<file path="src/rtl/edge_evt_pkg.sv">
// Shared encodings for the edge-event arbiter: edge-select configuration and
// event polarity values.
package edge_evt_pkg;

   typedef enum logic [1:0] {
      EDGE_OFF  = 2'b00,
      EDGE_RISE = 2'b01,
      EDGE_FALL = 2'b10,
      EDGE_BOTH = 2'b11
   } edge_sel_e;

   localparam logic POL_RISE = 1'b1;
   localparam logic POL_FALL = 1'b0;

   function automatic logic rise_enabled(input logic [1:0] sel);
      return (sel == EDGE_RISE) || (sel == EDGE_BOTH);
   endfunction

   function automatic logic fall_enabled(input logic [1:0] sel);
      return (sel == EDGE_FALL) || (sel == EDGE_BOTH);
   endfunction

endpackage

</file>
<file path="src/rtl/edge_sync_chan.sv">
// One input channel: multi-flop synchroniser, previous-level register and
// edge detectors gated by the channel's edge-select configuration.
module edge_sync_chan
   import edge_evt_pkg::*;
#(
   parameter int SYNC_STAGES = 2
) (
   input  logic       clk,
   input  logic       rst_n,
   input  logic       sig_in,
   input  logic [1:0] edge_sel,
   output logic       rise,
   output logic       fall
);

   logic [SYNC_STAGES-1:0] sync_q;
   logic                   sync_out;
   logic                   prev_q;

   assign sync_out = sync_q[SYNC_STAGES-1];

   // NOTE: every flop uses <= so the chain advances exactly one stage per clock.
   always_ff @(posedge clk or negedge rst_n) begin
      if (!rst_n) begin
         sync_q <= '0;
         prev_q <= 1'b0;
      end else begin
         sync_q <= {sync_q[SYNC_STAGES-2:0], sig_in};
         prev_q <= sync_out;
      end
   end

   assign rise = sync_out & ~prev_q & rise_enabled(edge_sel);
   assign fall = ~sync_out & prev_q & fall_enabled(edge_sel);

endmodule

</file>
<file path="src/rtl/edge_event_arbiter.sv">
// Multi-channel edge-event controller: per-channel pending events with sticky
// overflow, serialised by a round-robin arbiter onto one valid/ready stream.
module edge_event_arbiter
   import edge_evt_pkg::*;
#(
   parameter  int NUM_CH      = 4,
   parameter  int SYNC_STAGES = 2,
   localparam int CH_W        = $clog2(NUM_CH)
) (
   input  logic                clk,
   input  logic                rst_n,
   input  logic [NUM_CH-1:0]   sig_in,
   input  logic [2*NUM_CH-1:0] edge_sel,
   output logic                evt_valid,
   input  logic                evt_ready,
   output logic [CH_W-1:0]     evt_ch,
   output logic                evt_pol,
   output logic [NUM_CH-1:0]   pending,
   output logic [NUM_CH-1:0]   overflow,
   input  logic [NUM_CH-1:0]   ovf_clr
);

   logic [NUM_CH-1:0] rise;
   logic [NUM_CH-1:0] fall;
   logic [NUM_CH-1:0] edge_det;
   logic [NUM_CH-1:0] pend_pol;
   logic [NUM_CH-1:0] ovf_set;
   logic [NUM_CH-1:0] grant_vec;
   logic [NUM_CH-1:0] pend_rot;
   logic [CH_W-1:0]   rr_ptr;
   logic [CH_W-1:0]   start;
   logic [CH_W-1:0]   grant_off;
   logic [CH_W-1:0]   grant_ch;
   logic [CH_W:0]     grant_sum;
   logic              grant_hit;
   logic              load;

   for (genvar i = 0; i < NUM_CH; i++) begin : g_chan
      edge_sync_chan #(
         .SYNC_STAGES (SYNC_STAGES)
      ) u_chan (
         .clk      (clk),
         .rst_n    (rst_n),
         .sig_in   (sig_in[i]),
         .edge_sel (edge_sel[2*i +: 2]),
         .rise     (rise[i]),
         .fall     (fall[i])
      );
   end

   assign edge_det = rise | fall;
   assign load     = !evt_valid || evt_ready;

   // Rotate so the channel after rr_ptr sits at bit 0, pick the lowest set
   // bit, then map the offset back to an absolute channel index.
   // NOTE: every output gets a default first, so no path can infer a latch.
   always_comb begin
      start     = (rr_ptr == CH_W'(NUM_CH - 1)) ? '0 : rr_ptr + CH_W'(1);
      pend_rot  = NUM_CH'({pending, pending} >> start);
      grant_off = '0;
      grant_hit = 1'b0;
      for (int k = NUM_CH - 1; k >= 0; k--) begin
         if (pend_rot[k]) begin
            grant_off = CH_W'(k);
            grant_hit = 1'b1;
         end
      end
      grant_sum = {1'b0, start} + {1'b0, grant_off};
      if (grant_sum >= (CH_W+1)'(NUM_CH)) begin
         grant_ch = CH_W'(grant_sum - (CH_W+1)'(NUM_CH));
      end else begin
         grant_ch = grant_sum[CH_W-1:0];
      end
      grant_vec = '0;
      if (load && grant_hit) begin
         grant_vec[grant_ch] = 1'b1;
      end
   end

   // An edge is lost only if the old event stays pending through this cycle.
   assign ovf_set = edge_det & pending & ~grant_vec;

   // NOTE: pend_pol is reset as well; it is only read behind pending, but this
   // leaves no undefined state after reset.
   always_ff @(posedge clk or negedge rst_n) begin
      if (!rst_n) begin
         pending  <= '0;
         pend_pol <= '0;
         overflow <= '0;
      end else begin
         for (int i = 0; i < NUM_CH; i++) begin
            if (edge_det[i] && !ovf_set[i]) begin
               pending[i]  <= 1'b1;
               pend_pol[i] <= rise[i] ? POL_RISE : POL_FALL;
            end else if (grant_vec[i]) begin
               pending[i]  <= 1'b0;
            end
         end
         overflow <= (overflow & ~ovf_clr) | ovf_set;
      end
   end

   always_ff @(posedge clk or negedge rst_n) begin
      if (!rst_n) begin
         evt_valid <= 1'b0;
         evt_ch    <= '0;
         evt_pol   <= POL_FALL;
         rr_ptr    <= CH_W'(NUM_CH - 1);
      end else if (load) begin
         if (grant_hit) begin
            evt_valid <= 1'b1;
            evt_ch    <= grant_ch;
            evt_pol   <= pend_pol[grant_ch];
            rr_ptr    <= grant_ch;
         end else begin
            evt_valid <= 1'b0;
         end
      end
   end

endmodule

</file>
<file path="config.mk">
export PLATFORM = sky130hd
export DESIGN_NAME = edge_event_arbiter
export DESIGN_NICKNAME = d
export VERILOG_FILES = /design/src/rtl/edge_evt_pkg.sv /design/src/rtl/edge_sync_chan.sv /design/src/rtl/edge_event_arbiter.sv
export SDC_FILE = /design/constraint.sdc
export NUM_CORES = 1
export LEC_CHECK = 0
export ABC_AREA = 1
export CAP_MARGIN = 20
export CORE_MARGIN = 10
export CORE_UTILIZATION = 48
export CTS_CLUSTER_SIZE = 16
export DETAILED_ROUTE_END_ITERATION = 8
export MAX_ROUTING_LAYER = met4
export PLACE_DENSITY = 0.82
export SYNTH_ARGS = -nofsm -noshare
export SYNTH_HDL_FRONTEND = slang
export SYNTH_SLANG_ARGS = --single-unit
</file>
<file path="constraint.sdc">
create_clock -name clk -period 2.9 [get_ports clk]
set_input_delay 0.58 -clock clk [delete_from_list [all_inputs] [get_ports clk]]
set_output_delay 0.58 -clock clk [all_outputs]
set_load 0.1 [all_outputs]
</file>
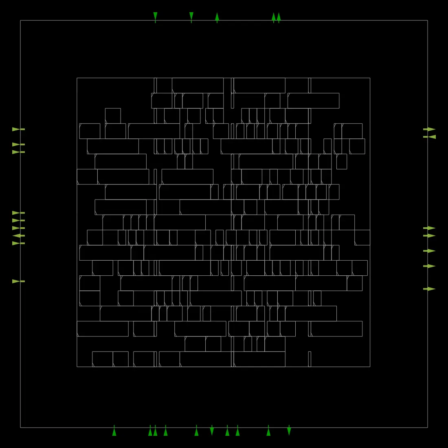
placed.png
number of tapcells: 31
seq_cells: 30
Row Count: 19

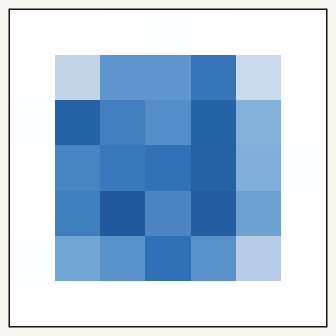
util_map.png
The die is cut into 7 by 7 equal tiles; white is low, dark blue is high, 0 to 100% covered.
densest ninth of the die	centre
mean over tiles	32%
fullest tile	83%
nearly empty tiles	49%
tiles over 75% full	10%

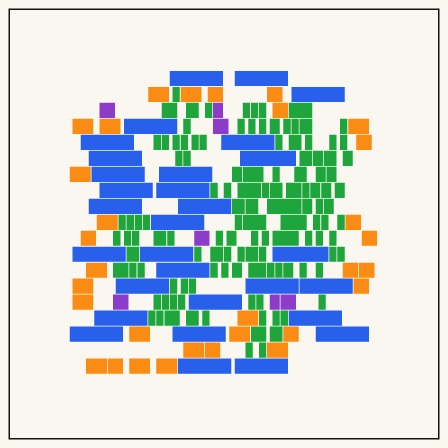
class_map.png
colour	class	cells	share of their area
green	remaining logic cells	122	36%
orange	remaining buffers and delay cells	31	17%
blue	registers	30	45%
purple	clock drivers and dummy loads	7	2.8%

==> deck_impl_summary.md <==
Physical Implementation Snapshot

Critical path
  • Worst EP arrival: 2.83 ns
  • Worst Setup EP: pend_pol[0]
  • R2R Setup Slk: 0.29 ns
  • CP bufs+invs: 2
  • Slowest stage delay, CP: 0.60 ns
  • Critical path depth: 15
  • Crit path kind: register to register

Timing
  • Final Cycle Share: 0.900
  • Final worst slack: 0.290 ns
  • Final Setup Violations: 0

Job
  • Max cap viols: 0

Place
  • Gp weighted congestion: 0.818
  • Placed standard-cell area: 1660 sq um
  • Post-placement setup slack: 0.299 ns
  • Post-detailed-placement half-perimeter wirelength: 2310 um

Route
  • Vias per inst: 5.02
  • Metal3 WL: 183 um
  • Top sig layer: met4
  • DRT antenna net count: 0

Synth
  • Main logic family after synthesis: simple AND/OR/NAND/NOR gates
  • XOR Share, Synth: 0.00653
  • Sequential share of the synthesized area: 0.562
  • Adder share: 0.0187

Global route
  • GR Layer Usage met3: 0.0599

Run status
  • Status: finished, final reports clean

Final layout
  • Signal buffers: 31
  • Largest class: registers

CTS
  • Worst-path clk slew: 0.09 ns
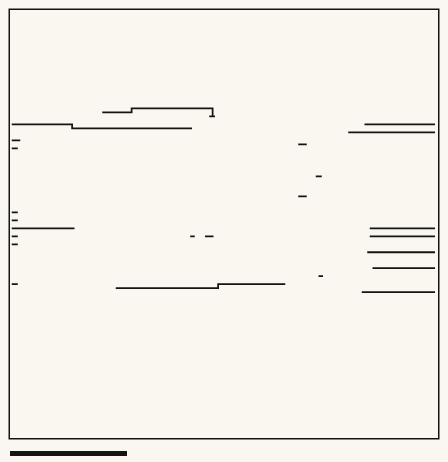
m3.png
The bar under the picture is 20 um long.
nets with wire on the layer	19
share of all routed wire	6.4%
longest straight run	20.2 um

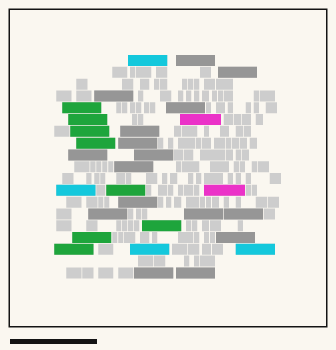
ff_map.png
The bar under the picture is 20 um long. Other sequential cells in the stronger grey, the rest of the logic in the fainter grey.
colour	name in the netlist	flops
magenta	`rr_ptr`	2
green	`g_chan.u_chan.sync_q`	8
cyan	`overflow`	4
not coloured	16

## Yosys cell counts
library cell / n
dfstp_2: 2
ha_1: 2
xor2_1: 1
nand3_1: 12
nand4_1: 2
clkinv_1: 1
nand2_4: 2
o22ai_1: 4
nand2_1: 52
nand2_2: 8
a21boi_0: 1
inv_1: 16
nand3_2: 1
nor2_1: 8
o21ai_0: 1
nor2_2: 1
o21ai_2: 1
dfrtp_1: 28
a21oi_1: 1
nand3b_1: 4
inv_2: 3
nor2_4: 1
